`src/rtl/hack_exec_ctrl.sv`:
```
// hack_exec_ctrl -- multicycle execute/control stage for the Hack CPU.
//
// Holds the architectural A, D and PC registers and takes one 16-bit Hack
// instruction at a time over a valid/ready handshake. A-instructions complete
// on the accept edge. C-instructions are latched into ir, then the external
// ALU is driven from ir, its result and flags are captured, and finally the
// register/memory writeback and the jump decision happen on the WB exit edge.
//
// Optional feature: define HACK_MEM_WAIT_EN to add an MREAD wait state for
// C-instructions that read M (ir[12]==1). This gives synchronous memory one
// cycle after addressM to return data, which is then sampled in EXEC.
//
// Parameters:
//   RESET_PC     PC value loaded on reset
// Ports:
//   clk          clock, rising edge
//   rst_n        asynchronous active-low reset
//   instr_valid  instruction on instr is offered
//   instr        Hack instruction word
//   instr_ready  block can accept an instruction (IDLE only)
//   inM          memory read data for addressM
//   alu_x/alu_y  ALU operands (D and A-or-M)
//   alu_zx..no   ALU control bits, straight from ir[11:6]
//   alu_out      ALU result; alu_zr / alu_ng its flags
//   outM         memory write data (captured result)
//   writeM       memory write strobe, one cycle in WB when ir[3]
//   addressM     A[14:0]
//   pc           address of the next instruction

module hack_exec_ctrl #(
    parameter logic [14:0] RESET_PC = 15'd0
) (
    input  logic        clk,
    input  logic        rst_n,
    input  logic        instr_valid,
    input  logic [15:0] instr,
    output logic        instr_ready,
    input  logic [15:0] inM,
    output logic [15:0] alu_x,
    output logic [15:0] alu_y,
    output logic        alu_zx,
    output logic        alu_nx,
    output logic        alu_zy,
    output logic        alu_ny,
    output logic        alu_f,
    output logic        alu_no,
    input  logic [15:0] alu_out,
    input  logic        alu_zr,
    input  logic        alu_ng,
    output logic [15:0] outM,
    output logic        writeM,
    output logic [14:0] addressM,
    output logic [14:0] pc
);

    typedef enum logic [1:0] {
        IDLE  = 2'd0,
        EXEC  = 2'd1,
        WB    = 2'd2,
        MREAD = 2'd3
    } state_t;

    state_t      state_reg, state_next;
    logic [15:0] ir_reg;
    logic [15:0] a_reg;
    logic [15:0] d_reg;
    logic [14:0] pc_reg;
    logic [15:0] res_reg;
    logic        res_zr_reg;
    logic        res_ng_reg;

    logic        accept;
    logic        jump;
    logic [14:0] pc_inc;

    // Bits 14:13 of a C-instruction carry no meaning; ir[15] is always 1
    // once latched, so it is never consulted.
    logic        unused_bits;
    assign unused_bits = ^{instr[14:13], ir_reg[15:13]};

    assign accept      = instr_valid && (state_reg == IDLE);
    assign instr_ready = (state_reg == IDLE);
    assign pc_inc      = pc_reg + 15'd1;   // 15-bit wrap is intentional

    // ALU is driven from ir in every state; after reset ir==0 so all
    // control bits read as 0.
    assign alu_x = d_reg;
    assign alu_y = ir_reg[12] ? inM : a_reg;
    assign {alu_zx, alu_nx, alu_zy, alu_ny, alu_f, alu_no} = ir_reg[11:6];

    assign outM     = res_reg;
    assign writeM   = (state_reg == WB) && ir_reg[3];
    // addressM keeps showing the old A through WB, so AM= writes go to
    // the pre-instruction address.
    assign addressM = a_reg[14:0];
    assign pc       = pc_reg;

    assign jump = (ir_reg[2] & res_ng_reg)
                | (ir_reg[1] & res_zr_reg)
                | (ir_reg[0] & ~res_zr_reg & ~res_ng_reg);

    // Next-state logic
    always_comb begin
        state_next = state_reg;
        case (state_reg)
            IDLE: begin
                if (accept && instr[15]) begin
`ifdef HACK_MEM_WAIT_EN
                    state_next = instr[12] ? MREAD : EXEC;
`else
                    state_next = EXEC;
`endif
                end
            end
            MREAD:   state_next = EXEC;
            EXEC:    state_next = WB;
            WB:      state_next = IDLE;
            default: state_next = IDLE;
        endcase
    end

    always_ff @(posedge clk or negedge rst_n) begin
        if (!rst_n) begin
            state_reg <= IDLE;
        end else begin
            state_reg <= state_next;
        end
    end

    // Datapath registers
    always_ff @(posedge clk or negedge rst_n) begin
        if (!rst_n) begin
            ir_reg     <= 16'd0;
            a_reg      <= 16'd0;
            d_reg      <= 16'd0;
            pc_reg     <= RESET_PC;
            res_reg    <= 16'd0;
            res_zr_reg <= 1'b0;
            res_ng_reg <= 1'b0;
        end else begin
            case (state_reg)
                IDLE: begin
                    if (accept) begin
                        if (!instr[15]) begin
                            a_reg  <= {1'b0, instr[14:0]};
                            pc_reg <= pc_inc;
                        end else begin
                            ir_reg <= instr;
                        end
                    end
                end
                EXEC: begin
                    res_reg    <= alu_out;
                    res_zr_reg <= alu_zr;
                    res_ng_reg <= alu_ng;
                end
                WB: begin
                    if (ir_reg[5]) begin
                        a_reg <= res_reg;
                    end
                    if (ir_reg[4]) begin
                        d_reg <= res_reg;
                    end
                    // Jump target is A before this instruction's writeback.
                    pc_reg <= jump ? a_reg[14:0] : pc_inc;
                end
                default: begin
                end
            endcase
        end
    end

endmodule
```
`config.mk`:
```
export PLATFORM = sky130hd
export DESIGN_NAME = hack_exec_ctrl
export DESIGN_NICKNAME = d
export VERILOG_FILES = /design/src/rtl/hack_exec_ctrl.sv
export SDC_FILE = /design/constraint.sdc
export NUM_CORES = 1
export LEC_CHECK = 0
export ABC_AREA = 1
export CAP_MARGIN = 15
export CORE_AREA = 4 4 104 126
export DETAILED_ROUTE_END_ITERATION = 10
export DIE_AREA = 0 0 108 130
export HOLD_SLACK_MARGIN = 0.03
export MAX_ROUTING_LAYER = met4
export SYNTH_ARGS = -nofsm -noshare
export SYNTH_HDL_FRONTEND = slang
export SYNTH_SLANG_ARGS = --single-unit
export TNS_END_PERCENT = 30
```
`constraint.sdc`:
```
create_clock -name clk -period 4.07 [get_ports clk]
set_input_delay 0.814 -clock clk [delete_from_list [all_inputs] [get_ports clk]]
set_output_delay 0.814 -clock clk [all_outputs]
set_load 0.05 [all_outputs]
```
**Run 1: sequential cells grouped by signal name**

Bar = 20 um.
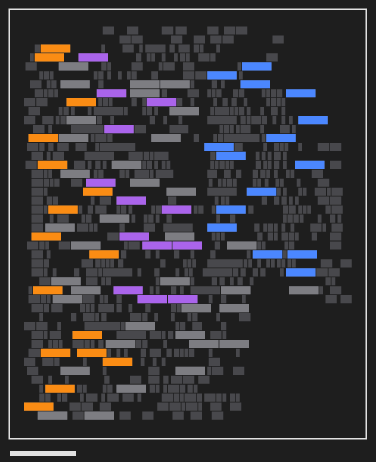
- alu_x: orange (flops 16)
- pc: blue (flops 15)
- ir_reg: purple (flops 13)
Reg area: 2000 um^2
Seq/total area: 34.3%
Post-Route Utilization: 48.9%

**Run 1: routed metal, one color a layer**

Bar = 20 um. Two of the layers only.
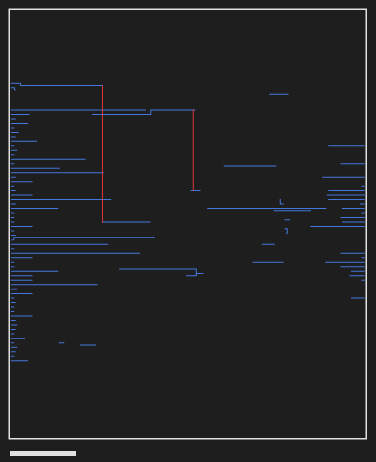
- metal 3: blue (wire length 754 um)
- metal 4: red (wire length 66.0 um)
Post-Route WL: 11900 um
GRT Overall Usage: 18.2%
WL per Instance: 14.6 um
vias: 3749

==> impl_metrics.toml, run 1 <==
# generated from flow reports
[outcome]
outcome = "completed"

[cells_and_area]
fill_cells = 1195
comb.multi_input.count = 344
nClkBuffers = 10
largest_class = "sequential cells"
logic_area_um2 = 1580
inverters = 71
lay_top_count = "nand2_1"
antenna-diode-count = 0
comb_area_share_pct = 27.0
nNonClkBuffers = 140
final_cell_mix = "169 x nand2_1, 137 x clkdlybuf4s50_1, 96 x o21ai_0, 80 x dfrtp_1, 70 x inv_1"
fin_area_um2 = 5840
fin_nets = 704
bufAreaShareNonClock_pct = 24.2
flop-count = 80
drive_gt1_share_pct = 3.69
fin_cells = 812
clk_share_pct = 6.45
area_growth_pct = 43.5

[min_path]
hold_depth = 2
hold_path.startpoint = "ir_reg[0]"
hold_end = "ir_reg[0]"
worstHoldPathType = "reg2reg"

[logic_synthesis]
synthFlopType = "dfrtp_1"
edf_count = 0
netlist_area_um2 = 4070
top_area_cell = "dfrtp_1"
yosys_cells = 534
common_cells = "169 x nand2_1, 96 x o21ai_0, 80 x dfrtp_1"
async_flop_share_pct = 100
synth.top_cell.area_share_pct = 49.2
syn_area_per_cell_um2 = 7.62
ys_area_um2 = 4070
fp_nets = 592
area_leaders = "dfrtp_1 49%, nand2_1 16%, o21ai_0 12%"
synth_seq_share_pct = 49.2
yosysWarningCount = 0
ys.flops = 80
netlist_instances = 534
top_cell = "nand2_1"
synth.distinct_cells = 21

[flow_run]
drv_cap = 0
warnings = 29

[global_route]
grt-ovfl-total = 0
grt_pass1_wl_um = 19400
antenna_found_initial = 0
grt_pass1_vias = 3837
grt_max_degree = 81

[setup_path]
required_ns = 3.26
worstPathCellList = "nand2_1, o21ai_0, clkdlybuf4s50_1"
crit_buf_inv = 1
reg2reg_slack_ns = 1.53
endpoint = "alu_y[1]"
reg2reg_depth = 7
critPathLaunchType = "flip-flop"
worstSetupPathType = "reg2out"
cp_slowest_cell = "dfrtp_1"
r2r-end = "a_reg[10]"
worst-endpoint-arrival_ns = 2.35
crit-reg2reg-launch = "state_reg[0]"
startpoint = "ir_reg[12]"
cp_max_fo = 33
end_kind = "output port"
crit_family = "flip-flops"
critPathMaxStageDelay_ns = 0.97
worst-path-stages = 3

[cts]
insertion_delay_ns = 0.33
cts_buffers = 9
cts_setup_buffers = 0
tritoncts = "done"
ctsLongestPathBuffers = 2
root_buffer = "clkbuf_16"
post_cts_resized = 0
path_clk_slew_ns = 0.06
cts_sinks = 80
hold_buffers = 0
cts_max_level = 3

[timing]
finalHoldViolations = 0
whs_ns = 0.485
slew_violations = 0
fin_crit_ns = 3.16
finClkSkew_ns = 0.00883
worst_slew_pin_slew_ns = 1.02
rsz0062_at_grt = "false"
worst_slack_ns = 0.907
finalClockPeriodUsage_pct = 77.7
fmax_ghz = 0.316
setup-tns-final_ns = 0
relSlewSlack_pct = 31.9
setup_viol = 0

[die]
tap_cells = 161
core_um2 = 11900
dieWidth_um = 108
num_rows = 44
fp.dieH_um = 130
chipArea_um2 = 14000
fp_util_pct = 34.1
io_pins = 139

[placement]
dpl.hpwl_um = 8750
place_area_um2 = 5430
place_congestion = 0.837
port_buffers = 138
placed_cells_incl_taps = 795
dp_worst_setup_slack_ns = 0.975

[drt]
drt_iter0_drc = 149
viasPerCell = 4.62
remaining_drc_errors = 0
drtPass1Iterations = 4
ant_nets = 0
**Run 1: logic cells by family**

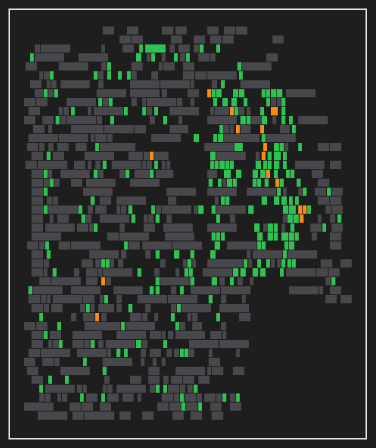
- nand cells: green (cells 219)
- nor cells: orange (cells 15)

## run 1: cell families (layout without fill, tap and decap cells)
| logic type | Yosys count | after routing | share of synthesized area (%) |
|---|---|---|---|
| compound gates | 101 | 101 | 12.7 |
| xor+xnor | 3 | 3 | 0.646 |
| fa+ha+maj | 5 | 5 | 1.54 |
| buf+inv | 110 | 227 | 12.1 |
| flops | 80 | 80 | 49.2 |
| simple gates | 235 | 235 | 23.8 |
## run 1: per-layer routing
metal	vias to the layer above	routed length, um	global-route usage [%]	part of all wire [%]
met2	112	5760	29.2	48
li1	1891	-	-	-
met1	1742	5310	23.3	45
met5	-	0	-	0
met4	0	65	4.53	0.55
met3	4	753	4.65	6.3
**Run 1: cells colored by class**

Bar = 20 um.
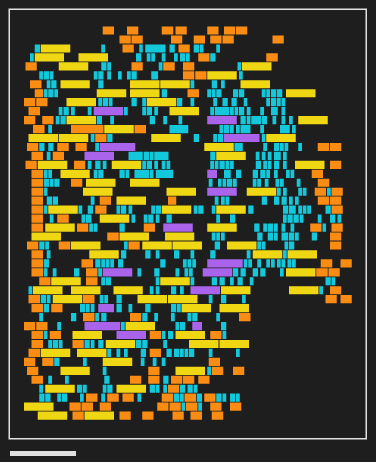

==> run 2: changes to the inputs <==
- PLACE_DENSITY: not set -> 0.65
- clock period: 4.07 -> 2.6 ns (I/O delays scaled with it)
**Run 2: cells colored by class**

Bar = 20 um.
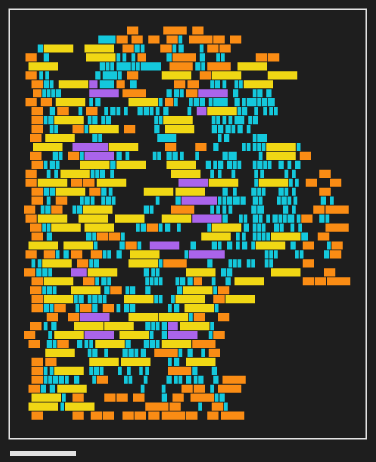
- clock drivers and dummy loads: purple (cells 16)
- sequential cells: yellow (cells 80)
- remaining buffers and delay cells: orange (cells 145)
- combinational and other logic: cyan (cells 415)
Seq/total area: 33.1%
Row Count: 44
total core area: 11900 um^2
Post-Route Utilization: 50.6%
design area: 6040 um^2

==> run 2 against run 1 <==
Net effect:
- final area increased by 3.5%
- register-to-register slack got worse by 0.97 ns
- non-clock buffer count increased by 5
- die area unchanged
- synthesized cell count unchanged
- count of clock-buffer cells in the layout unchanged
- utilization increased by 1.7 points
- global-route usage decreased by 0.17 points
- critical endpoint is now instr_ready
==> impl_metrics.toml, run 2 <==
# generated from flow reports
[cts]
cts_sinks = 80
hold_buffers = 0
insertion_delay_ns = 0.33
root_buffer = "clkbuf_16"
tritoncts = "done"
cts_setup_buffers = 0
cts_max_level = 3
post_cts_resized = 0

[logic_synthesis]
synth.distinct_cells = 21
area_leaders = "dfrtp_1 49%, nand2_1 16%, o21ai_0 12%"
yosysWarningCount = 0
ys_area_um2 = 4070
yosys_cells = 534
simple_gate_share_pct = 23.8
xor_share_pct = 0.646
ys_sh_adder_pct = 1.54
netlist_instances = 534
compound_area_share_pct = 12.7
async_flop_share_pct = 100
netlist_logic_family_top = "simple AND/OR/NAND/NOR gates"
synthFlopType = "dfrtp_1"
ys.flops = 80
synth.top_cell.area_share_pct = 49.2
fp_nets = 592
top_cell = "nand2_1"

[global_route]
grt_max_degree = 51
grt_pass1_vias = 3876
antenna_found_initial = 0
grt-busiest-layer = "met2"
met3_usage_pct = 5.39

[timing]
setup_viol = 0
fmax_ghz = 0.409
finalClockPeriodUsage_pct = 93.9
whs_ns = 0.136
finalHoldViolations = 0
relSlewSlack_pct = 38.6
setup-tns-final_ns = 0
rsz0062_at_grt = "false"

[die]
fp.dieH_um = 130
io_pins = 139
dieWidth_um = 108
fp_util_pct = 34.1

[drt]
routed-via-count = 3795
remaining_drc_errors = 0
wl_met3_um = 955
routedWlPerCell_um = 14.4
top_layer_used = "met4"
wl_met1_um = 4820
ant_nets = 0

[placement]
port_buffers = 138
placed_cells_incl_taps = 801
dpl.hpwl_um = 9020
dp_worst_setup_slack_ns = 0.499

[cells_and_area]
lay_top_count = "nand2_1"
drive_gt1_share_pct = 7.01
fin_cells = 817

[outcome]
outcome = "completed"

[min_path]
worstHoldPathType = "in2async"

[setup_path]
critPathMaxStageDelay_ns = 0.83
worstSetupPathType = "reg2out"
crit_buf_inv = 2
end_kind = "output port"
cp_max_fo = 6

[flow_run]
drv_cap = 0
warnings = 29
**Run 2: routed metal, one color a layer**

Bar = 20 um. Two of the layers only.
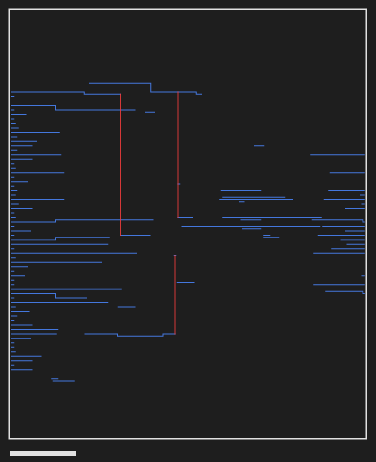
- metal 4: red (wire length 105 um)
- metal 3: blue (wire length 956 um)

[run 2: cell counts after synthesis]
No cell type changed its count.
[run 2: final cells by class]
cell class	instances	area, um^2
fill	1145	5910
sequential	80	2000
timing repair buffer	145	1640
multi-input combinational	344	1580
inverter	71	267
clock buffer	10	239
tap	161	201
clock inverter	6	115
[run 2: final timing paths]
| check | slack [ns] | start | cells past startpoint | endpoint |
|---|---|---|---|---|
| worst max register to register | 0.56 | state_reg[0] | 5 | alu_x[2] |
| max in group asynchronous | 1.84 | rst_n | 2 | a_reg[3] |
| min in group clk | 0.49 | alu_x[13] | 2 | alu_x[13] |
| worst min register to register | 0.49 | alu_x[13] | 2 | alu_x[13] |
| worst min-delay path | 0.14 | rst_n | 1 | outM[5] |
| worst max-delay path | 0.16 | state_reg[0] | 3 | instr_ready |
**Run 2: routing congestion**

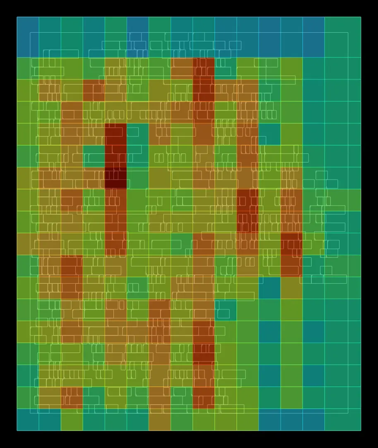

==> run 3: changes to the inputs <==
- MAX_ROUTING_LAYER: met4 -> not set
**Run 3: routing congestion**

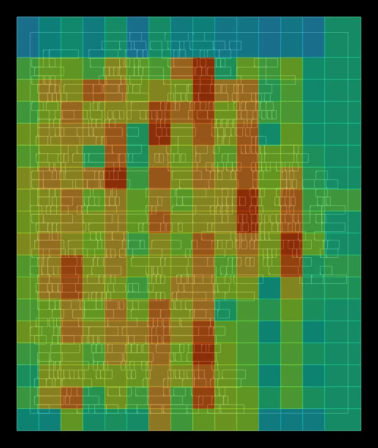
GRT met1 Usage: 20.9%
GR Util met3: 6.28%

==> run 3 against run 2 <==
Net effect:
- utilization stayed put
- clock skew barely moved
- die area unchanged
- count of clock-buffer cells in the layout unchanged
- non-clock buffer count did not move
- first-iteration DRC count decreased by 0.87%
- synthesized cell count stayed put
- critical path type unchanged
- largest cell class unchanged
==> impl_metrics.toml, run 3 <==
# generated from flow reports
[cts]
insertion_delay_ns = 0.33
post_cts_resized = 0
cts_max_level = 3
ctsLongestPathBuffers = 2
tritoncts = "done"
cts_sinks = 80

[logic_synthesis]
syn_area_per_cell_um2 = 7.62
area_leaders = "dfrtp_1 49%, nand2_1 16%, o21ai_0 12%"
xor_share_pct = 0.646
simple_gate_share_pct = 23.8
synthFlopType = "dfrtp_1"
yosys_cells = 534
synth.top_cell.area_share_pct = 49.2
muxShareOfSynthArea_pct = 0
ys_area_um2 = 4070
synth_seq_share_pct = 49.2
ys.flops = 80
edf_count = 0
top_cell = "nand2_1"
netlist_area_um2 = 4070
fp_nets = 592
async_flop_share_pct = 100
synth.distinct_cells = 21
netlist_instances = 534
netlist_logic_family_top = "simple AND/OR/NAND/NOR gates"
common_cells = "169 x nand2_1, 96 x o21ai_0, 80 x dfrtp_1"
compound_area_share_pct = 12.7

[min_path]
worstHoldPathType = "in2async"

[flow_run]
warnings = 29
drv_cap = 0

[cells_and_area]
nNonClkBuffers = 145
antenna-diode-count = 0
seq_area_um2 = 2000
fin_nets = 709
utilization_pct = 50.6
logic_area_um2 = 1580
fill_cells = 1145
comb_area_share_pct = 26.1
nClkBuffers = 10
bufAreaShareNonClock_pct = 27.1
largest_class = "sequential cells"
clk_share_pct = 5.86
inverters = 71
flop-count = 80
drive_gt1_share_pct = 7.01
lay_top_count = "nand2_1"
area_growth_pct = 48.5
seq_area_share_pct = 33.1
final_cell_mix = "169 x nand2_1, 120 x clkdlybuf4s50_1, 96 x o21ai_0, 80 x dfrtp_1, 70 x inv_1"

[setup_path]
worstSetupPathType = "reg2out"
reg2reg_depth = 5
startpoint = "state_reg[0]"
crit-reg2reg-launch = "state_reg[0]"
critPathLaunchType = "flip-flop"
reg2reg_slack_ns = 0.55
crit_family = "buffers and inverters"
r2r-end = "alu_x[2]"
cp_max_fo = 6
worst-endpoint-arrival_ns = 1.92
critPathMaxStageDelay_ns = 0.83
crit_buf_inv = 2
end_kind = "output port"
worst-path-stages = 3
required_ns = 2.08
endpoint = "instr_ready"

[die]
fp.dieH_um = 130
tap_cells = 161
num_rows = 44
chipArea_um2 = 14000
fp_util_pct = 34.1
core_um2 = 11900
dieWidth_um = 108
io_pins = 139

[timing]
fmax_ghz = 0.410
setup-tns-final_ns = 0
fin_crit_ns = 2.44
slew_violations = 0
rsz0062_at_grt = "false"
finClkSkew_ns = 0.00606
setup_viol = 0
relSlewSlack_pct = 38.3

[outcome]
outcome = "completed"

[drt]
drtPass1Iterations = 5
routed-via-count = 3783
routedWlPerCell_um = 14.4
remaining_drc_errors = 0
viasPerCell = 4.63
drt_iter0_drc = 227
drt-total-wl_um = 11800

[placement]
port_buffers = 138
place_congestion = 0.776

[global_route]
grt_pass1_wl_um = 19400
antenna_found_initial = 0
grt_pass1_vias = 3860
grt-ovfl-total = 0
**Run 3: cells colored by class**

Bar = 20 um.
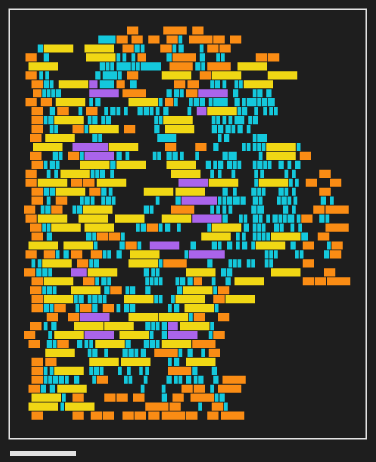
- remaining buffers and delay cells: orange (cells 145)
- combinational and other logic: cyan (cells 415)
- clock drivers and dummy loads: purple (cells 16)
- sequential cells: yellow (cells 80)

==> run 3: metal layers <==
| layer | track usage [%] | wire [um] |
|---|---|---|
| met3 | 6.28 | 1070 |
| met5 | 0 | 0 |
| met1 | 20.9 | 4760 |
| met4 | 5.05 | 104 |
| met2 | 30.0 | 5820 |
==> run 3: per-stage QoR <==
stage,std cells,hold WS [ns],area [um^2],worst slack (ns)
2_1_floorplan,534,0.224,4070,0.374
3_3_place_gp,801,0.468,5690,0.542
3_5_place_dp,801,0.472,5690,0.499
4_1_cts,817,0.138,6040,0.140
5_1_grt,817,0.149,6040,0.0668
6_report,817,0.135,6040,0.158
